[src/rtl/bist_pattern_seq_if.sv]
// ============================================================================
// Module      : bist_pattern_seq_if
// Description : Single-port memory bus between the BIST sequencer (master)
//               and the memory under test (slave).
// Revision    : 1.0 - initial release
// ============================================================================
`default_nettype none

interface bist_pattern_seq_if #(
    parameter int AW = 4
) ();
    logic          mem_cs;
    logic          mem_we;
    logic [AW-1:0] mem_addr;
    logic [7:0]    mem_wdata;
    logic [7:0]    mem_rdata;

    modport master (
        output mem_cs,
        output mem_we,
        output mem_addr,
        output mem_wdata,
        input  mem_rdata
    );

    modport slave (
        input  mem_cs,
        input  mem_we,
        input  mem_addr,
        input  mem_wdata,
        output mem_rdata
    );
endinterface

`default_nettype wire

[src/rtl/bist_pattern_seq.sv]
// ============================================================================
// Module      : bist_pattern_seq
// Description : Three-mode BIST sequencer. For each toggle-generator mode it
//               fills the memory with a checkerboard of the mode's background
//               pattern, reads it back and compares, recording the first
//               failing address/mode in sticky registers.
// Revision    : 1.0 - initial release
// ============================================================================
`default_nettype none

module bist_pattern_seq #(
    parameter int AW           = 4,
    parameter int DEPTH        = 16,
    parameter int STOP_ON_FAIL = 0
) (
    input  logic                      clk,
    input  logic                      rstn,
    input  logic                      start,
    output logic [1:0]                pat_en,
    bist_pattern_seq_if.master        mem,
    output logic                      busy,
    output logic                      done,
    output logic                      fail,
    output logic [AW-1:0]             fail_addr,
    output logic [1:0]                fail_mode
);

    localparam int            c_st_w        = 3;
    localparam logic [c_st_w-1:0] c_st_idle = 3'd0;
    localparam logic [c_st_w-1:0] c_st_write = 3'd1;
    localparam logic [c_st_w-1:0] c_st_read  = 3'd2;
    localparam logic [c_st_w-1:0] c_st_cmp   = 3'd3;
    localparam logic [c_st_w-1:0] c_st_done  = 3'd4;

    localparam logic [AW-1:0] c_last_addr = AW'(DEPTH - 1);
    localparam logic [AW-1:0] c_addr_one  = AW'(1);

    // Even addresses get the background, odd addresses its complement.
    function automatic logic [7:0] pattern(input logic [1:0] m, input logic a0);
        logic [7:0] bg;
        case (m)
            2'b01:   bg = 8'h55;
            2'b10:   bg = 8'h0F;
            2'b11:   bg = 8'h33;
            default: bg = 8'h00;
        endcase
        return a0 ? ~bg : bg;
    endfunction

    logic [c_st_w-1:0] state_q, state_d;
    logic [1:0]        mode_q, mode_d;
    logic [AW-1:0]     addr_q, addr_d;
    logic              rd_vld_q, rd_vld_d;
    logic [AW-1:0]     cmp_addr_q, cmp_addr_d;
    logic [1:0]        cmp_mode_q, cmp_mode_d;
    logic              fail_q, fail_d;
    logic [AW-1:0]     fail_addr_q, fail_addr_d;
    logic [1:0]        fail_mode_q, fail_mode_d;

    logic              w_last;
    logic              w_mismatch;
    logic              w_abort;

    // Read data lands one cycle after issue, so it is checked against the
    // address/mode that were on the bus in the previous cycle.
    assign w_last     = (addr_q == c_last_addr);
    assign w_mismatch = rd_vld_q && ((state_q == c_st_read) || (state_q == c_st_cmp)) &&
                        (mem.mem_rdata != pattern(cmp_mode_q, cmp_addr_q[0]));
    assign w_abort    = (STOP_ON_FAIL != 0) && w_mismatch;

    // State and datapath registers.
    always_ff @(posedge clk or negedge rstn) begin
        if (!rstn) begin
            state_q     <= c_st_idle;
            mode_q      <= 2'b00;
            addr_q      <= '0;
            rd_vld_q    <= 1'b0;
            cmp_addr_q  <= '0;
            cmp_mode_q  <= 2'b00;
            fail_q      <= 1'b0;
            fail_addr_q <= '0;
            fail_mode_q <= 2'b00;
        end else begin
            state_q     <= state_d;
            mode_q      <= mode_d;
            addr_q      <= addr_d;
            rd_vld_q    <= rd_vld_d;
            cmp_addr_q  <= cmp_addr_d;
            cmp_mode_q  <= cmp_mode_d;
            fail_q      <= fail_d;
            fail_addr_q <= fail_addr_d;
            fail_mode_q <= fail_mode_d;
        end
    end

    // Next-state logic: write pass, read pass, final compare, next mode.
    always_comb begin
        state_d = state_q;
        case (state_q)
            c_st_idle:  if (start) state_d = c_st_write;
            c_st_write: if (w_last) state_d = c_st_read;
            c_st_read: begin
                if (w_abort)     state_d = c_st_done;
                else if (w_last) state_d = c_st_cmp;
            end
            c_st_cmp:   state_d = (w_abort || (mode_q == 2'b11)) ? c_st_done : c_st_write;
            c_st_done:  state_d = c_st_idle;
            default:    state_d = c_st_idle;
        endcase
    end

    // Address/mode counters, compare pipeline and sticky failure capture.
    always_comb begin
        mode_d      = mode_q;
        addr_d      = addr_q;
        rd_vld_d    = (state_q == c_st_read);
        cmp_addr_d  = addr_q;
        cmp_mode_d  = mode_q;
        fail_d      = fail_q;
        fail_addr_d = fail_addr_q;
        fail_mode_d = fail_mode_q;
        case (state_q)
            c_st_idle: begin
                if (start) begin
                    mode_d = 2'b01;
                    addr_d = '0;
                end
            end
            c_st_write: addr_d = w_last ? '0 : addr_q + c_addr_one;
            c_st_read:  addr_d = (w_last || w_abort) ? '0 : addr_q + c_addr_one;
            c_st_cmp: begin
                addr_d = '0;
                if (!w_abort && (mode_q != 2'b11)) mode_d = mode_q + 2'b01;
            end
            default: addr_d = '0;
        endcase
        if ((state_q == c_st_idle) && start) begin
            fail_d      = 1'b0;
            fail_addr_d = '0;
            fail_mode_d = 2'b00;
        end else if (w_mismatch && !fail_q) begin
            fail_d      = 1'b1;
            fail_addr_d = cmp_addr_q;
            fail_mode_d = cmp_mode_q;
        end
    end

    // Moore outputs decoded from the current state.
    always_comb begin
        busy          = 1'b0;
        done          = 1'b0;
        pat_en        = 2'b00;
        mem.mem_cs    = 1'b0;
        mem.mem_we    = 1'b0;
        mem.mem_wdata = 8'h00;
        case (state_q)
            c_st_write: begin
                busy          = 1'b1;
                pat_en        = mode_q;
                mem.mem_cs    = 1'b1;
                mem.mem_we    = 1'b1;
                mem.mem_wdata = pattern(mode_q, addr_q[0]);
            end
            c_st_read: begin
                busy       = 1'b1;
                pat_en     = mode_q;
                mem.mem_cs = 1'b1;
            end
            c_st_cmp: begin
                busy   = 1'b1;
                pat_en = mode_q;
            end
            c_st_done: done = 1'b1;
            default: ;
        endcase
    end

    assign mem.mem_addr = addr_q;
    assign fail         = fail_q;
    assign fail_addr    = fail_addr_q;
    assign fail_mode    = fail_mode_q;

endmodule

`default_nettype wire

[src/flat_wrapper.sv]
// flat-port wrapper written by rule: the top's interface ports become plain ports
module bist_pattern_seq_flat 
#(
    parameter int AW           = 4,
    parameter int DEPTH        = 16,
    parameter int STOP_ON_FAIL = 0
)
  (clk, rstn, start, pat_en, busy, done, fail, fail_addr, fail_mode, mem_mem_cs, mem_mem_we, mem_mem_addr, mem_mem_wdata, mem_mem_rdata);
  bist_pattern_seq_if #(.AW(AW)) mem_i ();
  input  logic clk;
  input  logic rstn;
  input  logic start;
  output logic [1:0] pat_en;
  output logic busy;
  output logic done;
  output logic fail;
  output logic [AW-1:0] fail_addr;
  output logic [1:0] fail_mode;
  output wire logic [$bits(mem_i.mem_cs)-1:0] mem_mem_cs;
  output wire logic [$bits(mem_i.mem_we)-1:0] mem_mem_we;
  output wire logic [$bits(mem_i.mem_addr)-1:0] mem_mem_addr;
  output wire logic [$bits(mem_i.mem_wdata)-1:0] mem_mem_wdata;
  input wire logic [$bits(mem_i.mem_rdata)-1:0] mem_mem_rdata;
  assign mem_mem_cs = mem_i.mem_cs;
  assign mem_mem_we = mem_i.mem_we;
  assign mem_mem_addr = mem_i.mem_addr;
  assign mem_mem_wdata = mem_i.mem_wdata;
  assign mem_i.mem_rdata = mem_mem_rdata;
  bist_pattern_seq #(.AW(AW), .DEPTH(DEPTH), .STOP_ON_FAIL(STOP_ON_FAIL)) u_core (.clk(clk), .rstn(rstn), .start(start), .pat_en(pat_en), .mem(mem_i), .busy(busy), .done(done), .fail(fail), .fail_addr(fail_addr), .fail_mode(fail_mode));
endmodule
[config.mk]
export PLATFORM = sky130hd
export DESIGN_NAME = bist_pattern_seq_flat
export DESIGN_NICKNAME = d
export VERILOG_FILES = /design/src/rtl/bist_pattern_seq_if.sv /design/src/rtl/bist_pattern_seq.sv /design/src/flat_wrapper.sv
export SDC_FILE = /design/constraint.sdc
export NUM_CORES = 1
export LEC_CHECK = 0
export CORE_MARGIN = 3
export CORE_UTILIZATION = 40
export CTS_CLUSTER_SIZE = 12
export DETAILED_ROUTE_END_ITERATION = 10
export PLACE_DENSITY = 0.69
export RECOVER_POWER = 100
export SKIP_LAST_GASP = 1
export SLEW_MARGIN = 5
export SYNTH_ARGS = -nofsm -noshare
export SYNTH_HDL_FRONTEND = slang
export SYNTH_SLANG_ARGS = --single-unit
[constraint.sdc]
create_clock -name clk -period 4.9 [get_ports clk]
set_clock_uncertainty 0.15 [all_clocks]
set_input_delay 0.98 -clock clk [delete_from_list [all_inputs] [get_ports clk]]
set_output_delay 0.98 -clock clk [all_outputs]
set_load 0.02 [all_outputs]
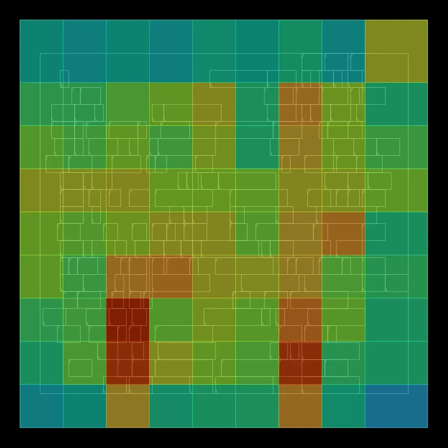
*Track usage over the die, run 1*
GR Layer Usage met1: 0.181
most congested layer reported by global routing: met2
met3 capacity usage during global routing: 0.0205
share of the core filled with cells in the final layout: 0.559

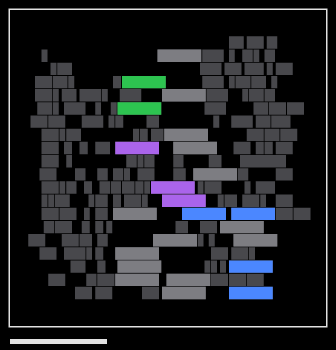
*Sequential cells colored by netlist name, run 1*
The bar under the picture is 20 µm long. Other sequential cells in the stronger gray, the rest of the logic in the fainter gray.
color	netlist name	placed flops
green	u_core.cmp_mode_d	2
purple	u_core.state_q	3
blue	u_core.fail_addr	4
sequential cell area share: 0.321
sequential cell area: 576 µm²
reported sequential group power: 327 µW

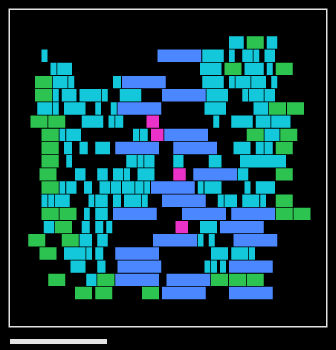
*Cells colored by class, run 1*
The bar under the picture is 20 µm long.
color	class	cells
cyan	combinational and other logic	115
magenta	clock drivers and dummy loads	4
blue	sequential cells	23
green	remaining buffers and delay cells	35
standard-cell rows: 20
area inside the core boundary: 3200 µm²

==> results.rst, run 1 <==
Implementation results
======================

.. list-table::
   :header-rows: 1

   * - Metric
     - Value
   * - Status
     - complete, no violations
   * - Met2 Use GR
     - 0.254
   * - Post-synth EDFFs
     - 0
   * - Max stage delay on crit path
     - 680 ps
   * - Standard cell area after detailed placement
     - about 1800 µm²
   * - Logic area
     - 743 µm²
   * - Endpoint of the most critical register-to-register path
     - u_core.fail_mode[0]
   * - Tapcells inserted
     - between 40 and 50
   * - Combinational logic power
     - 697 µW
   * - Number of antenna-violating nets in the routed design
     - 0
   * - I/O Buffers
     - 35
   * - Net Sw Frac
     - 0.462
   * - Leakage power
     - 0.839 nW
   * - Final hold violation count
     - 0
   * - Combinational share of cell area
     - 0.415
   * - Clock Network Area Fraction
     - 0.0168
   * - Max-cap violation count
     - 0
   * - Root buffer selected by CTS
     - clkbuf_4
   * - Maximum operating frequency
     - 296 MHz
   * - Share of flip-flops with an asynchronous set or reset after synthesis
     - 1.00
   * - Placed Cells
     - approximately 220
   * - Portion of the layout cell area used by non-clock buffers
     - 0.196
   * - Count of buffers added by post-CTS timing repair for setup
     - 0
   * - Area share of and/or/nand/nor cells after synthesis
     - 0.180
   * - Power density relative to cell area
     - 619 nW/µm²
   * - Share of the synthesized area in the top cell type
     - 0.411
   * - Horizontal die size
     - 65.2 µm
   * - Clock latency reported for the late side of the worst-skew pair
     - 300 ps
   * - Time the worst path needs with I/O delays and setup
     - between 3000 and 4000 ps
   * - Area-dominant cell class after layout
     - combinational gates
   * - Total chip power
     - 1.11 mW
   * - Total setup violations reported at the end of the flow
     - 0
   * - Synth Register Bits
     - 23
   * - Nature of the critical path endpoint
     - output port
   * - Setup Crit Path Kind
     - reg -> out
   * - Top pwr grp
     - combinational cells
   * - Yosys stat chip area
     - approximately 1400 µm²
   * - Detailed-router iteration count before antenna repair
     - 4
   * - Worst min-delay path endpoint
     - u_core.cmp_addr_q[3]
   * - XOR/XNOR Fraction of Synth Area
     - 0.0875
   * - Sequential-to-total area share from yosys stat
     - 0.411
   * - Layout clock buffers
     - 3
   * - CTS H-tree depth
     - 1
   * - Cell type with the highest aggregate area in the netlist
     - dfrtp_1
   * - Crit path from
     - u_core.state_q[1]
   * - Multi-input combinational gate total
     - 105
   * - Number of buffers other than clock buffers in the final layout
     - 35
   * - Beginning of the worst register-to-register path
     - u_core.cmp_mode_q[0]
   * - Most used cells in the layout excluding fill and tap cells
     - dlygate4sd3_1, dfrtp_1, nor2_1
   * - Longest Clk Path Bufs
     - 2
   * - First-pass GRT wire length
     - 5.04 mm
   * - Area of the die
     - 4250 µm²
   * - TNS Setup
     - 0 ps
   * - Crit path cell chain
     - nand2b_1 -> or2_0 -> inv_2 -> and2_1 -> dlygate4sd3_1
   * - Largest fanout on the critical path
     - 8
   * - Per-instance average area after synthesis
     - 9.73 µm²
   * - Number of sinks driven by the clock tree
     - 23
   * - Dominant logic cell type in the layout
     - dlygate4sd3_1
   * - Via/cell ratio
     - 4.85
   * - Clock slew at reported path FFs
     - 120 ps
   * - Pre-Place Util
     - 0.438
   * - Post-cts gate resize count
     - 0
   * - Number of nets produced by synthesis
     - 166
   * - Vias in the first global route
     - 1160
   * - Worst Min Path Start
     - u_core.mem.mem_addr[3]
   * - Flop count
     - 23
   * - Proportion of power drawn by the clock network
     - 0.076
   * - Netlist Area Pre-Place
     - 1400 µm²
   * - Final Hold Slack
     - 307 ps
   * - Pint
     - 597 µW
   * - Maximum number of pins on one net before global-route repair
     - 24
   * - Number of warnings the tools reported
     - 34
   * - Worst Reg-to-Reg Cells
     - 7
   * - Relative slew slack
     - 0.356
   * - Number of remaining DRC errors
     - 0
   * - Overall die height
     - 65.2 µm
   * - Combined buffer and inverter count along the critical path
     - 2
   * - Count of different cell masters after synthesis
     - 34
   * - Post-synthesis cell count
     - 144
   * - Share of layout cells above drive strength 1
     - 0.0508
   * - Gr ovfl total
     - 0
   * - Cells in synth_stat.txt
     - 144
   * - Share of the clock period used by the worst path after layout
     - 0.689
   * - Fin nets
     - 200
   * - Warnings, synthesis
     - 0
   * - Final standard cell count with taps included and fillers excluded
     - 221
   * - Inserted Diodes
     - 0
   * - Path length in cells of the critical path
     - 5
   * - GRT Resource Usage Total
     - 0.147
   * - Hold path depth
     - 0
   * - Clock tree from TritonCTS
     - done
   * - Setup slack of the worst register-to-register path
     - 2350 ps
   * - RSZ-0062 raised after global routing
     - no
   * - Detailed Route Iter0 Violations
     - 36
   * - Main flop type
     - dfrtp_1
   * - Cell family with the largest share of critical-path delay
     - buffers and inverters
   * - Met3 routed wirelength
     - between 100 and 150 µm
   * - Routed wire length
     - 2.78 mm
   * - Worst slack at placement
     - 1930 ps
   * - Num CTS Buffers
     - 3
   * - Endpoint of the most critical setup path
     - mem_mem_wdata[7]
   * - List of most frequent post-synthesis cells
     - dfrtp_1, nor2_1, nand2_1, ha_1, xnor2_1
   * - Count of filler cells inserted in the layout
     - 320
   * - Top logic cell family in the synthesized netlist
     - simple AND/OR/NAND/NOR gates
   * - Length of routed met2 wiring
     - 1.36 mm
   * - Proportion of power drawn by combinational gates
     - 0.629
   * - M1 wire length
     - 1.28 mm
   * - Critical Path Source Type
     - flip-flop
   * - Worst path arrival time
     - 2250 ps
   * - Worst IR Drop VDD
     - 0.494 mV
   * - Final instance area
     - ~1800 µm²
   * - Post-synthesis adder-cell area fraction
     - 0.0982
   * - Via Count
     - around 1100
   * - Gpl congestion
     - 0.761
   * - Worst path slowest cell
     - dlygate4sd3_1
   * - Leading cell types by total area after synthesis
     - dfrtp_1, ha_1, xnor2_1, mux2i_1, nor2_1
   * - Area growth syn-to-layout
     - 27.9%
   * - Worst hold-check path type
     - reg -> reg
   * - Slew Viols, Final
     - 0
   * - HPWL after detailed placement
     - between 2 and 2.5 mm
   * - Wirelength per Cell
     - 12.6 µm
   * - Portion of total power attributed to sequential cells
     - 0.295
   * - Setup slack after layout
     - roughly 1500 ps
   * - Post-synth mux share
     - 0.0652
   * - Post-synthesis cell type with the largest instance count
     - dfrtp_1
   * - AO/OA Area Share
     - 0.110
   * - Actual slew at the worst max-slew pin
     - 962 ps
   * - Power dissipated by switching net loads
     - between 500 and 600 µW
   * - Critical path required time
     - 3770 ps
   * - Antenna violations before repair
     - 0
   * - Top Metal Used
     - met4
   * - Clock Power
     - 84.3 µW
   * - Hold buffers post-CTS
     - 0
--- run 2 (diff from run 1) ---
PLACE_DENSITY = 0.72   (was 0.69)
clock period = 2.8 ns   (was 4.9 ns; I/O delays follow)
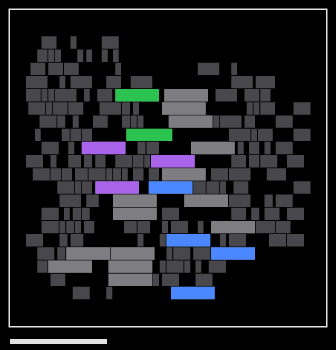
*Sequential cells colored by netlist name, run 2*
The bar under the picture is 20 µm long. Other sequential cells in the stronger gray, the rest of the logic in the fainter gray.
color	netlist name	placed flops
blue	u_core.fail_addr	4
green	u_core.cmp_mode_d	2
purple	u_core.state_q	3
not colored	14
share of the core filled with cells in the final layout: 0.548
sequential cell area: 577 µm²
sequential cell area share: 0.329

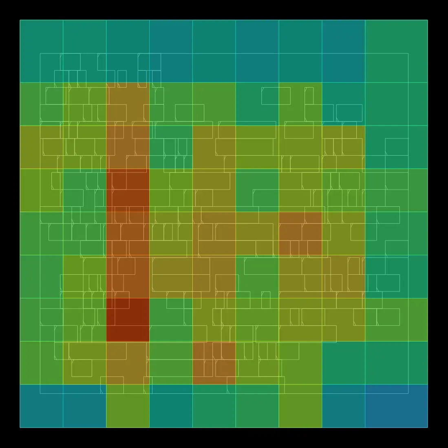
*Track usage over the die, run 2*
GRT Resource Usage Total: 0.148
GR Layer Usage met1: 0.191
met3 capacity usage during global routing: 0.0308
met2 Use GR: 0.243

==> run 2 against run 1 <==
Worst setup slack worse by 1500 ps. Global-route usage rose by 0.13 points. Core utilization is 1.1 points lower. Sequential share of layout area is 0.74 points higher. Count of clock-buffer cells in the layout up 1. Non-clock buffer count increased by 1. Area after synthesis is the same. Critical endpoint is now mem_mem_wdata[2]. Total power is 69% higher. Synthesized cell count stayed put. Clock power is about 70% higher. Sequential cell count unchanged. Routed wire length is 1.7% lower.
==> results.rst, run 2 <==
Implementation results
======================

.. list-table::
   :header-rows: 1

   * - Metric
     - Value
   * - Proportion of power drawn by combinational gates
     - 0.613
   * - Portion of the layout cell area used by non-clock buffers
     - 0.187
   * - Main flop type
     - dfrtp_1
   * - Hold buffers post-CTS
     - 0
   * - Clock Network Area Fraction
     - 0.0150
   * - Per-instance average area after synthesis
     - 9.73 µm²
   * - Gr ovfl total
     - 0
   * - Number of sinks driven by the clock tree
     - 23
   * - HPWL after detailed placement
     - 2.11 mm
   * - Top pwr grp
     - combinational cells
   * - Status
     - complete, no violations
   * - I/O Buffers
     - 35
   * - Proportion of power drawn by the clock network
     - 0.077
   * - List of most frequent post-synthesis cells
     - dfrtp_1, nor2_1, nand2_1, ha_1, xnor2_1
   * - Number of nets produced by synthesis
     - 166
   * - Fin nets
     - 201
   * - Pre-Place Util
     - 0.438
   * - Warnings, synthesis
     - 0
   * - Vias in the first global route
     - 1080
   * - Detailed-router iteration count before antenna repair
     - 4
   * - Layout clock buffers
     - 4
   * - Combinational logic power
     - 1.15 mW
   * - Worst hold-check path type
     - reg -> reg
   * - Worst min-delay path endpoint
     - u_core.cmp_addr_q[3]
   * - Met3 routed wirelength
     - between 100 and 150 µm
   * - Setup slack of the worst register-to-register path
     - 300 ps
   * - Area growth syn-to-layout
     - 25.3%
   * - Overall die height
     - 65.2 µm
   * - Top logic cell family in the synthesized netlist
     - simple AND/OR/NAND/NOR gates
   * - Time the worst path needs with I/O delays and setup
     - around 2800 ps
   * - Cell family with the largest share of critical-path delay
     - buffers and inverters
   * - Total setup violations reported at the end of the flow
     - 0
   * - Area of the die
     - roughly 4200 µm²
   * - Combinational share of cell area
     - 0.417
   * - Combined buffer and inverter count along the critical path
     - 2
   * - Synth Register Bits
     - 23
   * - Flop count
     - 23
   * - Post-synthesis cell count
     - 144
   * - XOR/XNOR Fraction of Synth Area
     - 0.0875
   * - Final standard cell count with taps included and fillers excluded
     - 222
   * - Most used cells in the layout excluding fill and tap cells
     - dfrtp_1, nor2_1, dlygate4sd3_1
   * - Share of the synthesized area in the top cell type
     - 0.411
   * - Relative slew slack
     - 0.214
   * - M1 wire length
     - roughly 1.3 mm
   * - Critical Path Source Type
     - flip-flop
   * - Final hold violation count
     - 0
   * - Num CTS Buffers
     - 3
   * - Via Count
     - 1092
   * - Maximum number of pins on one net before global-route repair
     - 24
   * - Share of flip-flops with an asynchronous set or reset after synthesis
     - 1.00
   * - Most congested layer reported by global routing
     - met2
   * - Placed Cells
     - 218
   * - Share of layout cells above drive strength 1
     - 0.0562
   * - Maximum operating frequency
     - 363 MHz
   * - Pint
     - 1.00 mW
   * - Cell type with the highest aggregate area in the netlist
     - dfrtp_1
   * - Net Sw Frac
     - 0.465
   * - Endpoint of the most critical register-to-register path
     - u_core.fail
   * - Worst path slowest cell
     - clkdlybuf4s50_1
   * - Slew Viols, Final
     - 0
   * - RSZ-0062 raised after global routing
     - yes
   * - Actual slew at the worst max-slew pin
     - 1180 ps
   * - Worst Reg-to-Reg Cells
     - 7
   * - CTS H-tree depth
     - 1
   * - Critical path required time
     - 2090 ps
   * - Path length in cells of the critical path
     - 5
   * - Post-synthesis cell type with the largest instance count
     - dfrtp_1
   * - Post-synthesis adder-cell area fraction
     - 0.0982
   * - Reported sequential group power
     - about 580 µW
   * - Length of routed met2 wiring
     - 1.24 mm
   * - Clock latency reported for the late side of the worst-skew pair
     - 300 ps
   * - Routed wire length
     - 2.74 mm
   * - TNS Setup
     - 0 ps
   * - Clock slew at reported path FFs
     - 110 ps
   * - Final instance area
     - 1760 µm²
   * - Beginning of the worst register-to-register path
     - u_core.cmp_mode_q[0]
   * - Crit path cell chain
     - inv_1 -> ha_1 -> xnor2_1 -> nor2_1 -> clkdlybuf4s50_1
   * - Area share of and/or/nand/nor cells after synthesis
     - 0.180
   * - Clock tree from TritonCTS
     - done
   * - Post-cts gate resize count
     - 3
   * - Hold path depth
     - 0
   * - Longest Clk Path Bufs
     - 2
   * - Number of buffers other than clock buffers in the final layout
     - 36
   * - Worst Min Path Start
     - u_core.mem.mem_addr[3]
   * - Inserted Diodes
     - 0
   * - Area inside the core boundary
     - about 3200 µm²
   * - Setup Crit Path Kind
     - reg -> out
   * - Root buffer selected by CTS
     - clkbuf_4
   * - First-pass GRT wire length
     - 4.99 mm
   * - Setup slack after layout
     - ~43 ps
   * - Power dissipated by switching net loads
     - ~870 µW
   * - Number of remaining DRC errors
     - 0
   * - Number of antenna-violating nets in the routed design
     - 0
   * - Power density relative to cell area
     - 1070 nW/µm²
   * - Final Hold Slack
     - 301 ps
   * - Tapcells inserted
     - 44
   * - Clock Power
     - 143 µW
   * - Area-dominant cell class after layout
     - combinational gates
   * - Largest fanout on the critical path
     - 6
   * - Number of warnings the tools reported
     - 35
   * - Post-synth mux share
     - 0.0652
   * - Max-cap violation count
     - 0
   * - Gpl congestion
     - 0.795
   * - Worst path arrival time
     - 2050 ps
   * - AO/OA Area Share
     - 0.110
   * - Horizontal die size
     - 65.2 µm
   * - Top Metal Used
     - met4
   * - Wirelength per Cell
     - 12.3 µm
   * - Netlist Area Pre-Place
     - 1400 µm²
   * - Share of the clock period used by the worst path after layout
     - 0.985
   * - Multi-input combinational gate total
     - 105
--- run 3 (diff from run 2) ---
CAP_MARGIN = 40   (was unset)
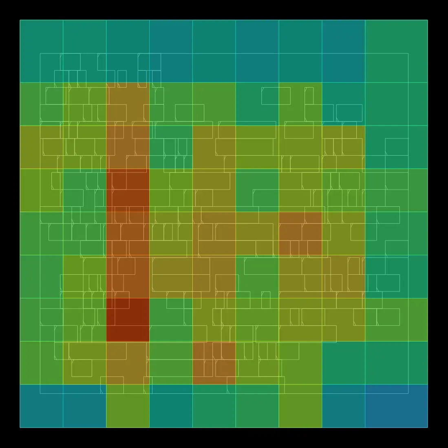
*Track usage over the die, run 3*
Wirelength per Cell: 12.3 µm

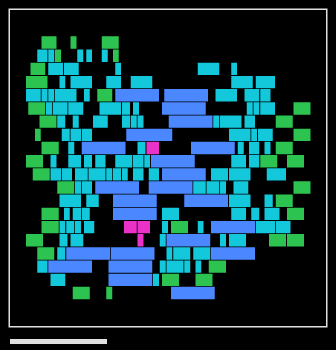
*Cells colored by class, run 3*
The bar under the picture is 20 µm long.
color	class	cells
magenta	clock drivers and dummy loads	4
green	remaining buffers and delay cells	36
blue	sequential cells	23
cyan	combinational and other logic	115

==> run 3 against run 2 <==
Worst hold slack did not move. Count of clock-buffer cells in the layout stayed put. Global-route usage unchanged. Sequential power about the same. First-iteration DRC count unchanged. Largest cell class unchanged.
==> results.rst, run 3 <==
Implementation results
======================

.. list-table::
   :header-rows: 1

   * - Metric
     - Value
   * - Status
     - complete, no violations
   * - Sequential cell area share
     - 0.329
   * - Main flop type
     - dfrtp_1
   * - Count of different cell masters after synthesis
     - 34
   * - List of most frequent post-synthesis cells
     - dfrtp_1, nor2_1, nand2_1, ha_1, xnor2_1
   * - AO/OA Area Share
     - 0.110
   * - Area of the die
     - 4250 µm²
   * - Max stage delay on crit path
     - 600 ps
   * - Post-synthesis cell type with the largest instance count
     - dfrtp_1
   * - Worst IR Drop VDD
     - 0.660 mV
   * - Post-synth EDFFs
     - 0
   * - Antenna violations before repair
     - 0
   * - Yosys stat chip area
     - 1400 µm²
   * - Power dissipated by switching net loads
     - roughly 870 µW
   * - Dominant logic cell type in the layout
     - dfrtp_1
   * - Cells in synth_stat.txt
     - 144
   * - Number of buffers other than clock buffers in the final layout
     - 36
   * - First-pass GRT wire length
     - 4.99 mm
   * - Setup Crit Path Kind
     - reg -> out
   * - Crit path cell chain
     - inv_1 -> ha_1 -> xnor2_1 -> nor2_1 -> clkdlybuf4s50_1
   * - Maximum operating frequency
     - 363 MHz
   * - Share of the clock period used by the worst path after layout
     - 0.985
   * - Worst Reg-to-Reg Cells
     - 7
   * - Met3 routed wirelength
     - around 140 µm
   * - Length of routed met2 wiring
     - 1.24 mm
   * - Leakage power
     - 0.826 nW
   * - Root buffer selected by CTS
     - clkbuf_4
   * - Endpoint of the most critical register-to-register path
     - u_core.fail
   * - GRT Resource Usage Total
     - 0.148
   * - Combinational share of cell area
     - 0.417
   * - Number of nets produced by synthesis
     - 166
   * - Cell family with the largest share of critical-path delay
     - buffers and inverters
   * - GR Layer Usage met1
     - 0.191
   * - Total chip power
     - 1.87 mW
   * - Number of warnings the tools reported
     - 35
   * - Number of sinks driven by the clock tree
     - 23
   * - Detailed Route Iter0 Violations
     - 18
   * - Worst path slowest cell
     - clkdlybuf4s50_1
   * - M1 wire length
     - 1.32 mm
   * - Detailed-router iteration count before antenna repair
     - 4
   * - Top logic cell family in the synthesized netlist
     - simple AND/OR/NAND/NOR gates
   * - Actual slew at the worst max-slew pin
     - approximately 1200 ps
   * - Total setup violations reported at the end of the flow
     - 0
   * - Proportion of power drawn by the clock network
     - 0.077
   * - Clock tree from TritonCTS
     - done
   * - Clock slew at reported path FFs
     - 110 ps
   * - Largest fanout on the critical path
     - 6
   * - Longest Clk Path Bufs
     - 2
   * - Most used cells in the layout excluding fill and tap cells
     - dfrtp_1, nor2_1, dlygate4sd3_1
   * - Placed Cells
     - 218
   * - Pre-Place Util
     - 0.438
   * - Overall die height
     - around 65 µm
   * - Top Metal Used
     - met4
   * - Worst min-delay path endpoint
     - u_core.cmp_addr_q[3]
   * - Netlist Area Pre-Place
     - between 1000 and 1500 µm²
   * - XOR/XNOR Fraction of Synth Area
     - 0.0875
   * - Power density relative to cell area
     - 1070 nW/µm²
   * - Routed wire length
     - between 2 and 3 mm
   * - Worst path arrival time
     - 2050 ps
   * - Portion of the layout cell area used by non-clock buffers
     - 0.187
   * - Met2 Use GR
     - 0.243
   * - Endpoint of the most critical setup path
     - mem_mem_wdata[2]
   * - Clock Network Area Fraction
     - 0.0150
   * - I/O Buffers
     - 35
   * - Share of flip-flops with an asynchronous set or reset after synthesis
     - 1.00
   * - Layout clock buffers
     - 4
   * - RSZ-0062 raised after global routing
     - yes
   * - Inserted Diodes
     - 0
   * - Tapcells inserted
     - 44
   * - Num CTS Buffers
     - 3
   * - Reported sequential group power
     - 580 µW
   * - Via/cell ratio
     - 4.92
   * - Standard-cell rows
     - 20
   * - Clock latency reported for the late side of the worst-skew pair
     - ~300 ps
   * - Proportion of power drawn by combinational gates
     - 0.613
   * - Per-instance average area after synthesis
     - around 10 µm²
   * - Area inside the core boundary
     - 3200 µm²
   * - Cell type with the highest aggregate area in the netlist
     - dfrtp_1
   * - Number of antenna-violating nets in the routed design
     - 0
   * - Combinational logic power
     - 1.15 mW
   * - Sequential-to-total area share from yosys stat
     - 0.411
   * - Share of the synthesized area in the top cell type
     - 0.411
   * - Worst slack at placement
     - 244 ps
   * - Max-cap violation count
     - 0
   * - Path length in cells of the critical path
     - 5
   * - Hold path depth
     - 0
   * - Met3 capacity usage during global routing
     - 0.0308
   * - Post-synthesis cell count
     - 144
   * - Gr ovfl total
     - 0
   * - Post-synth mux share
     - 0.0652
   * - Gpl congestion
     - 0.795
   * - Most congested layer reported by global routing
     - met2
   * - Maximum number of pins on one net before global-route repair
     - 24
   * - Slew Viols, Final
     - 0
   * - Final standard cell count with taps included and fillers excluded
     - about 220
   * - Via Count
     - 1092
   * - Horizontal die size
     - 65.2 µm
   * - CTS H-tree depth
     - 1
   * - Worst Min Path Start
     - u_core.mem.mem_addr[3]
   * - Number of remaining DRC errors
     - 0
   * - Flop count
     - 23
   * - Logic area
     - 732 µm²
   * - Critical Path Source Type
     - flip-flop
   * - Final hold violation count
     - 0
   * - Beginning of the worst register-to-register path
     - u_core.cmp_mode_q[0]
   * - Hold buffers post-CTS
     - 0
   * - Share of the core filled with cells in the final layout
     - 0.548
No activity file was given, so power comes from the tool's default toggle rates.
